--- config.mk ---
export PLATFORM = sky130hd
export DESIGN_NAME = mm_result_reader
export DESIGN_NICKNAME = d
export VERILOG_FILES = /design/src/rtl/mm_result_reader.sv
export SDC_FILE = /design/constraint.sdc
export NUM_CORES = 1
export LEC_CHECK = 0
export ABC_AREA = 1
export CORE_UTILIZATION = 41
export DETAILED_ROUTE_END_ITERATION = 12
export GPL_TIMING_DRIVEN = 0
export PLACE_DENSITY_LB_ADDON = 0.15
export REMOVE_ABC_BUFFERS = 1
export SLEW_MARGIN = 0
export SYNTH_ARGS = -nofsm -noshare
export SYNTH_HDL_FRONTEND = slang
export SYNTH_SLANG_ARGS = --single-unit
export TNS_END_PERCENT = 50
--- constraint.sdc ---
create_clock -name clk -period 1.8 [get_ports clk]
set_input_delay 0.36 -clock clk [delete_from_list [all_inputs] [get_ports clk]]
set_output_delay 0.36 -clock clk [all_outputs]
set_load 0.02 [all_outputs]
--- src/rtl/mm_result_reader.sv ---
`default_nettype none
// ============================================================================
// Module  : mm_result_reader
// Brief   : Reads NUM_SLOTS two-half results from the matrix engine and
//           presents each reassembled result through a valid/ready handshake.
// Rev     : 1.0  initial release
// ============================================================================
module mm_result_reader #(
  parameter int NUM_SLOTS = 16,
  parameter int RD_LAT    = 2
) (
  input  logic        clk,
  input  logic        rst_n,
  input  logic        mm_finish,
  output logic        mm_read,
  output logic [4:0]  mm_ram_slot,
  input  logic [8:0]  mm_out_data,
  output logic [17:0] res_data,
  output logic [4:0]  res_slot,
  output logic        res_valid,
  input  logic        res_ready,
  output logic        busy,
  output logic        done
);

  typedef enum logic [2:0] {
    S_IDLE    = 3'd0,
    S_REQ     = 3'd1,
    S_WAIT    = 3'd2,
    S_CAP_LO  = 3'd3,
    S_CAP_HI  = 3'd4,
    S_PRESENT = 3'd5,
    S_DONE    = 3'd6
  } state_t;

  localparam logic [4:0] LAST_SLOT = 5'(NUM_SLOTS - 1);
  localparam logic [2:0] WAIT_LAST = (RD_LAT > 1) ? 3'(RD_LAT - 2) : 3'd0;

  state_t      state_q;
  logic [4:0]  cnt_q;
  logic [2:0]  wait_q;
  logic [8:0]  lo_q;
  logic        finish_q;
  logic        armed_q;
  logic        mm_read_q;
  logic [4:0]  mm_ram_slot_q;
  logic [17:0] res_data_q;
  logic [4:0]  res_slot_q;
  logic        res_valid_q;
  logic        busy_q;
  logic        done_q;
  logic        finish_rise;

  // armed_q blocks a start until mm_finish has been seen low after reset
  assign finish_rise = mm_finish & ~finish_q & armed_q;

  always_ff @(posedge clk or negedge rst_n) begin
    if (!rst_n) begin
      state_q       <= S_IDLE;
      cnt_q         <= 5'd0;
      wait_q        <= 3'd0;
      lo_q          <= 9'd0;
      finish_q      <= 1'b0;
      armed_q       <= 1'b0;
      mm_read_q     <= 1'b0;
      mm_ram_slot_q <= 5'd0;
      res_data_q    <= 18'd0;
      res_slot_q    <= 5'd0;
      res_valid_q   <= 1'b0;
      busy_q        <= 1'b0;
      done_q        <= 1'b0;
    end else begin
      finish_q  <= mm_finish;
      mm_read_q <= 1'b0;
      done_q    <= 1'b0;
      if (!mm_finish) armed_q <= 1'b1;

      case (state_q)
        S_IDLE: begin
          if (finish_rise) begin
            state_q       <= S_REQ;
            cnt_q         <= 5'd0;
            mm_read_q     <= 1'b1;
            mm_ram_slot_q <= 5'd0;
            busy_q        <= 1'b1;
          end
        end
        S_REQ: begin
          wait_q  <= 3'd0;
          state_q <= (RD_LAT == 1) ? S_CAP_LO : S_WAIT;
        end
        S_WAIT: begin
          if (wait_q == WAIT_LAST) state_q <= S_CAP_LO;
          else                     wait_q  <= wait_q + 3'd1;
        end
        S_CAP_LO: begin
          lo_q    <= mm_out_data;
          state_q <= S_CAP_HI;
        end
        S_CAP_HI: begin
          res_data_q  <= {mm_out_data, lo_q};
          res_slot_q  <= cnt_q;
          res_valid_q <= 1'b1;
          state_q     <= S_PRESENT;
        end
        S_PRESENT: begin
          if (res_ready) begin
            res_valid_q <= 1'b0;
            if (cnt_q == LAST_SLOT) begin
              state_q <= S_DONE;
              done_q  <= 1'b1;
            end else begin
              cnt_q         <= cnt_q + 5'd1;
              mm_read_q     <= 1'b1;
              mm_ram_slot_q <= cnt_q + 5'd1;
              state_q       <= S_REQ;
            end
          end
        end
        S_DONE: begin
          busy_q  <= 1'b0;
          state_q <= S_IDLE;
        end
        default: begin
          state_q     <= S_IDLE;
          busy_q      <= 1'b0;
          res_valid_q <= 1'b0;
        end
      endcase
    end
  end

  assign mm_read     = mm_read_q;
  assign mm_ram_slot = mm_ram_slot_q;
  assign res_data    = res_data_q;
  assign res_slot    = res_slot_q;
  assign res_valid   = res_valid_q;
  assign busy        = busy_q;
  assign done        = done_q;

endmodule
`default_nettype wire

run_1/clocks.png
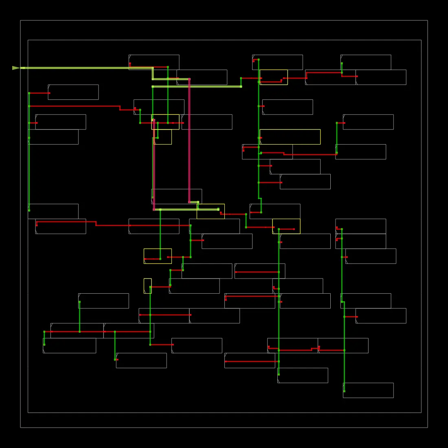
Clock Sinks: 49
P_clk: 764 uW
# clk buffers: 6
Num CTS Buffers: 5

run_1/cell_density.png
Scale: 4 px per um. 7 x 7 tiles, from black (low) to pale yellow (high), 0 to 100% covered.
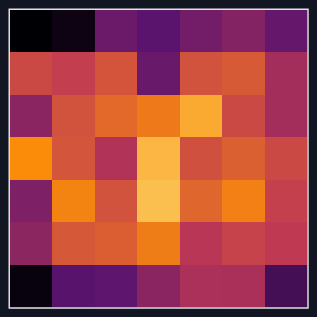
6.1% of the tiles are over 75% full. 2.0% of the tiles are nearly empty. The fullest tile reaches 86%. The densest ninth of the die: center.
fp util: 0.4392
Final Util: 0.5662
core area: 0.004880 mm2

==> flow_metrics.py, run 1 <==
# Physical implementation metrics
metrics = {
    "pwr": {
        "power.switching_mw": 1.517,
        "clockPowerShare": 0.181,
        "maxPowerGroup": "registers",
        "internal_power_mw": 2.702,
        "p_comb_mw": 1.73,
    },
    "timing": {
        "worst_slack_ps": 100.0,
        "fin_worst_skew_ps": 4.812,
        "holdWs_ps": 53.30,
    },
    "global_routing": {
        "grt_pass1_wl_mm": 6.672,
        "grt_pass1_vias": 1482,
        "grt_busiest_layer": "met2",
    },
    "cells_and_area": {
        "final-comb-area_um2": 792.0,
        "largest_reg_flops": 18,
        "sh_comb_area": 0.2867,
        "nonClockInverterCount": 24,
        "layout.nets": 279,
        "layout.cells.non_filler": 329,
        "flop_area_mm2": 0.001229,
    },
    "setup_path": {
        "arrival_ps": 1340,
        "slowest_delay_ps": 620,
        "crit_path_cell_trace": "clkdlybuf4s50_1",
        "cp_num_buf_inv": 1,
    },
    "detailed_routing": {
        "routed.top_layer": "met4",
        "dr.pass1.iters": 4,
    },
    "yosys": {
        "synthXorXnorAreaFrac": 0.004086,
        "yosys_warnings": 0,
        "most_common_cell": "nand2_1",
        "syn-instance-count": 214,
        "top_cell_area_share": 0.5721,
    },
    "placement": {
        "post_dp_cell_area_mm2": 0.002645,
        "dp.cells": 321,
    },
    "outcome": {
        "status": "finished, final reports clean",
    },
    "die": {
        "rows": 25,
    },
    "cts": {
        "cts_tree": "yes",
    },
}
run_1/power_grid.png
Scale: 4 px per um. Pins as bars on the die edge.
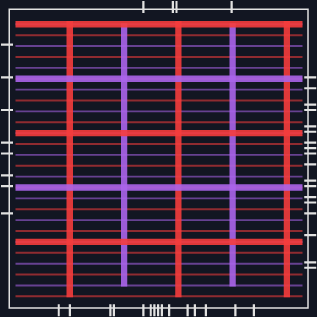
Key: VSS = red; VDD = purple
26 met1 rails follow the rows. 5 straps on met4. 5 straps on met5. 45 signal pins sit on the boundary. The core has 25 rows.

run_1/flops_by_reg.png
Scale: 4 px per um.
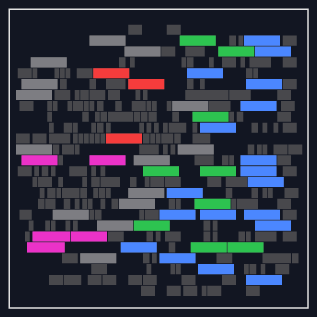
Key: `mm_ram_slot` = magenta [placed flops 5, where south-west]; `state_q` = red [placed flops 3]; `lo_q` = green [placed flops 9]; `res_data` = blue [placed flops 18]
Another 14 sequential cells are not colored.

run_1/layer_met2.png
Scale: 4 px per um.
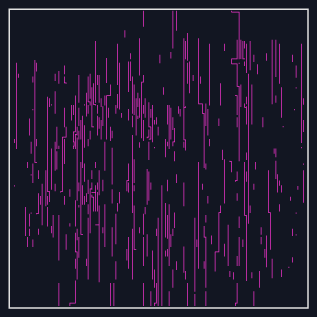

--- run 2 (diff from run 1) ---
Settings changed: CORE_UTILIZATION 41 to 35.
run_2/layer_met2.png
Scale: 4 px per um.
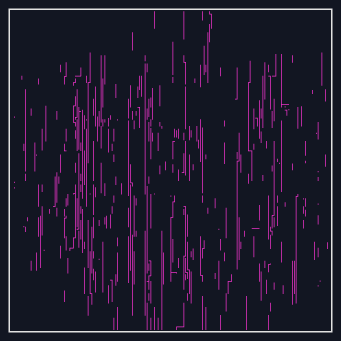
The longest straight run is 32.6 um. The layer holds 44% of the routed length. The wires run mostly vertical. The layer carries 1690 um of wire. 227 nets have wire on it.
Global Route met2 Usage: 0.2239
Vias: 1531
Routed WL: 3.808 mm

==> run 2 against run 1 <==
Via count is 0.33% lower. Largest power group is now combinational cells. Worst hold slack worse by 21 ps. Largest cell class unchanged. Critical path depth stayed put.
==> flow_metrics.py, run 2 <==
# Physical implementation metrics
metrics = {
    "pwr": {
        "powerClk_uw": 612,
        "internal_power_mw": 2.565,
        "p_comb_mw": 1.74,
        "power.switching_mw": 1.503,
        "clockPowerShare": 0.150,
    },
    "global_routing": {
        "grt_busiest_layer": "met2",
        "grt_pass1_vias": 1482,
    },
    "yosys": {
        "syn-instance-count": 214,
        "synthXorXnorAreaFrac": 0.004086,
    },
    "cells_and_area": {
        "layout.cells.non_filler": 337,
        "clkbuf_count": 6,
        "flop_area_mm2": 0.001226,
        "postLayoutCoreUtil": 0.4649,
    },
    "die": {
        "coreArea_mm2": 0.005921,
        "rows": 28,
        "fp_util": 0.3620,
    },
    "setup_path": {
        "slowest_delay_ps": 620,
        "crit_path_cell_trace": "clkdlybuf4s50_1",
    },
    "timing": {
        "worst_slack_ps": 136.1,
    },
    "detailed_routing": {
        "dr.pass1.iters": 4,
    },
    "outcome": {
        "status": "finished, final reports clean",
    },
    "cts": {
        "cts_made_buffers": 5,
    },
}
run_2/cell_density.png
Scale: 4 px per um. 8 x 8 tiles, from black (low) to pale yellow (high), 0 to 100% covered.
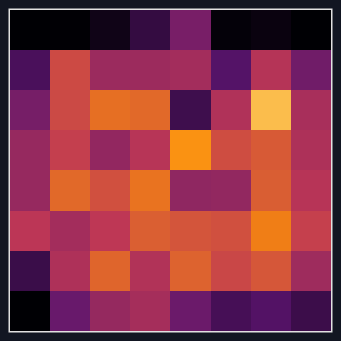

--- run 3 (diff from run 2) ---
==> constraint.sdc (replaced) <==
create_clock -name clk -period 1.75 [get_ports clk]
set_input_delay 0.35 -clock clk [delete_from_list [all_inputs] [get_ports clk]]
set_output_delay 0.35 -clock clk [all_outputs]
set_load 0.05 [all_outputs]
run_3/cell_density.png
Scale: 4 px per um. 8 x 8 tiles, from black (low) to pale yellow (high), 0 to 100% covered.
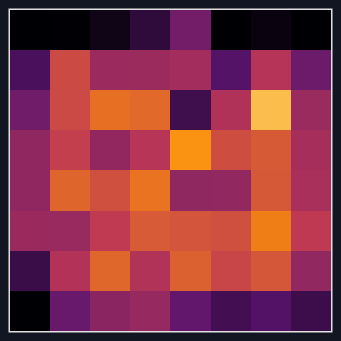
fp util: 0.3620
Final Util: 0.4573

==> run 3 against run 2 <==
Critical endpoint is now mm_ram_slot[2]. Synthesized cell count is the same. Die area stayed put. Sequential share of layout area increased by 0.83 points. Core utilization decreased by 0.76 points.
==> flow_metrics.py, run 3 <==
# Physical implementation metrics
metrics = {
    "setup_path": {
        "crit_path_cell_trace": "dlygate4sd2_1",
        "arrival_ps": 1310,
        "cp_num_buf_inv": 1,
        "slowest_delay_ps": 560,
    },
    "timing": {
        "fin_worst_skew_ps": 2.701,
        "period_used_share": 0.9500,
        "worst_slack_ps": 87.50,
        "fmax_mhz": 601.5,
        "holdWs_ps": 22.58,
    },
    "yosys": {
        "edf_count": 0,
        "synthXorXnorAreaFrac": 0.004086,
        "syn-instance-count": 214,
        "top_cell_area_share": 0.5721,
        "yosys_warnings": 0,
    },
    "cts": {
        "cts_tree": "yes",
        "cts_made_buffers": 5,
        "cts_sinks": 49,
        "cts.root.buffer_cell": "clkbuf_8",
    },
    "outcome": {
        "status": "finished, final reports clean",
    },
    "global_routing": {
        "grtUsageMet2": 0.2265,
        "grt_pass1_vias": 1480,
        "grt_busiest_layer": "met2",
    },
    "pwr": {
        "power_density_mw_per_mm2": 1689,
        "clockPowerShare": 0.137,
        "internal_power_mw": 2.464,
        "maxPowerGroup": "combinational cells",
        "p_comb_mw": 2.19,
        "powerClk_uw": 629,
        "power.switching_mw": 2.108,
    },
    "cells_and_area": {
        "layout.cells.non_filler": 337,
        "sh_comb_area": 0.2944,
        "nonClockInverterCount": 24,
        "largest_reg_flops": 18,
        "final-comb-area_um2": 797.0,
        "layout.nets": 279,
        "flop_area_mm2": 0.001229,
        "clkbuf_count": 6,
    },
    "placement": {
        "post_dp_cell_area_mm2": 0.002655,
        "dp.cells": 329,
    },
    "run": {
        "warning_count": 27,
    },
    "die": {
        "coreArea_mm2": 0.005921,
        "ios": 45,
        "rows": 28,
    },
    "detailed_routing": {
        "route.vias.total": 1537,
        "drt-total-wl_mm": 3.798,
        "dr.pass1.iters": 4,
        "routed.top_layer": "met4",
    },
}
Power figures rest on the tool's default switching activity, not on a simulated workload.
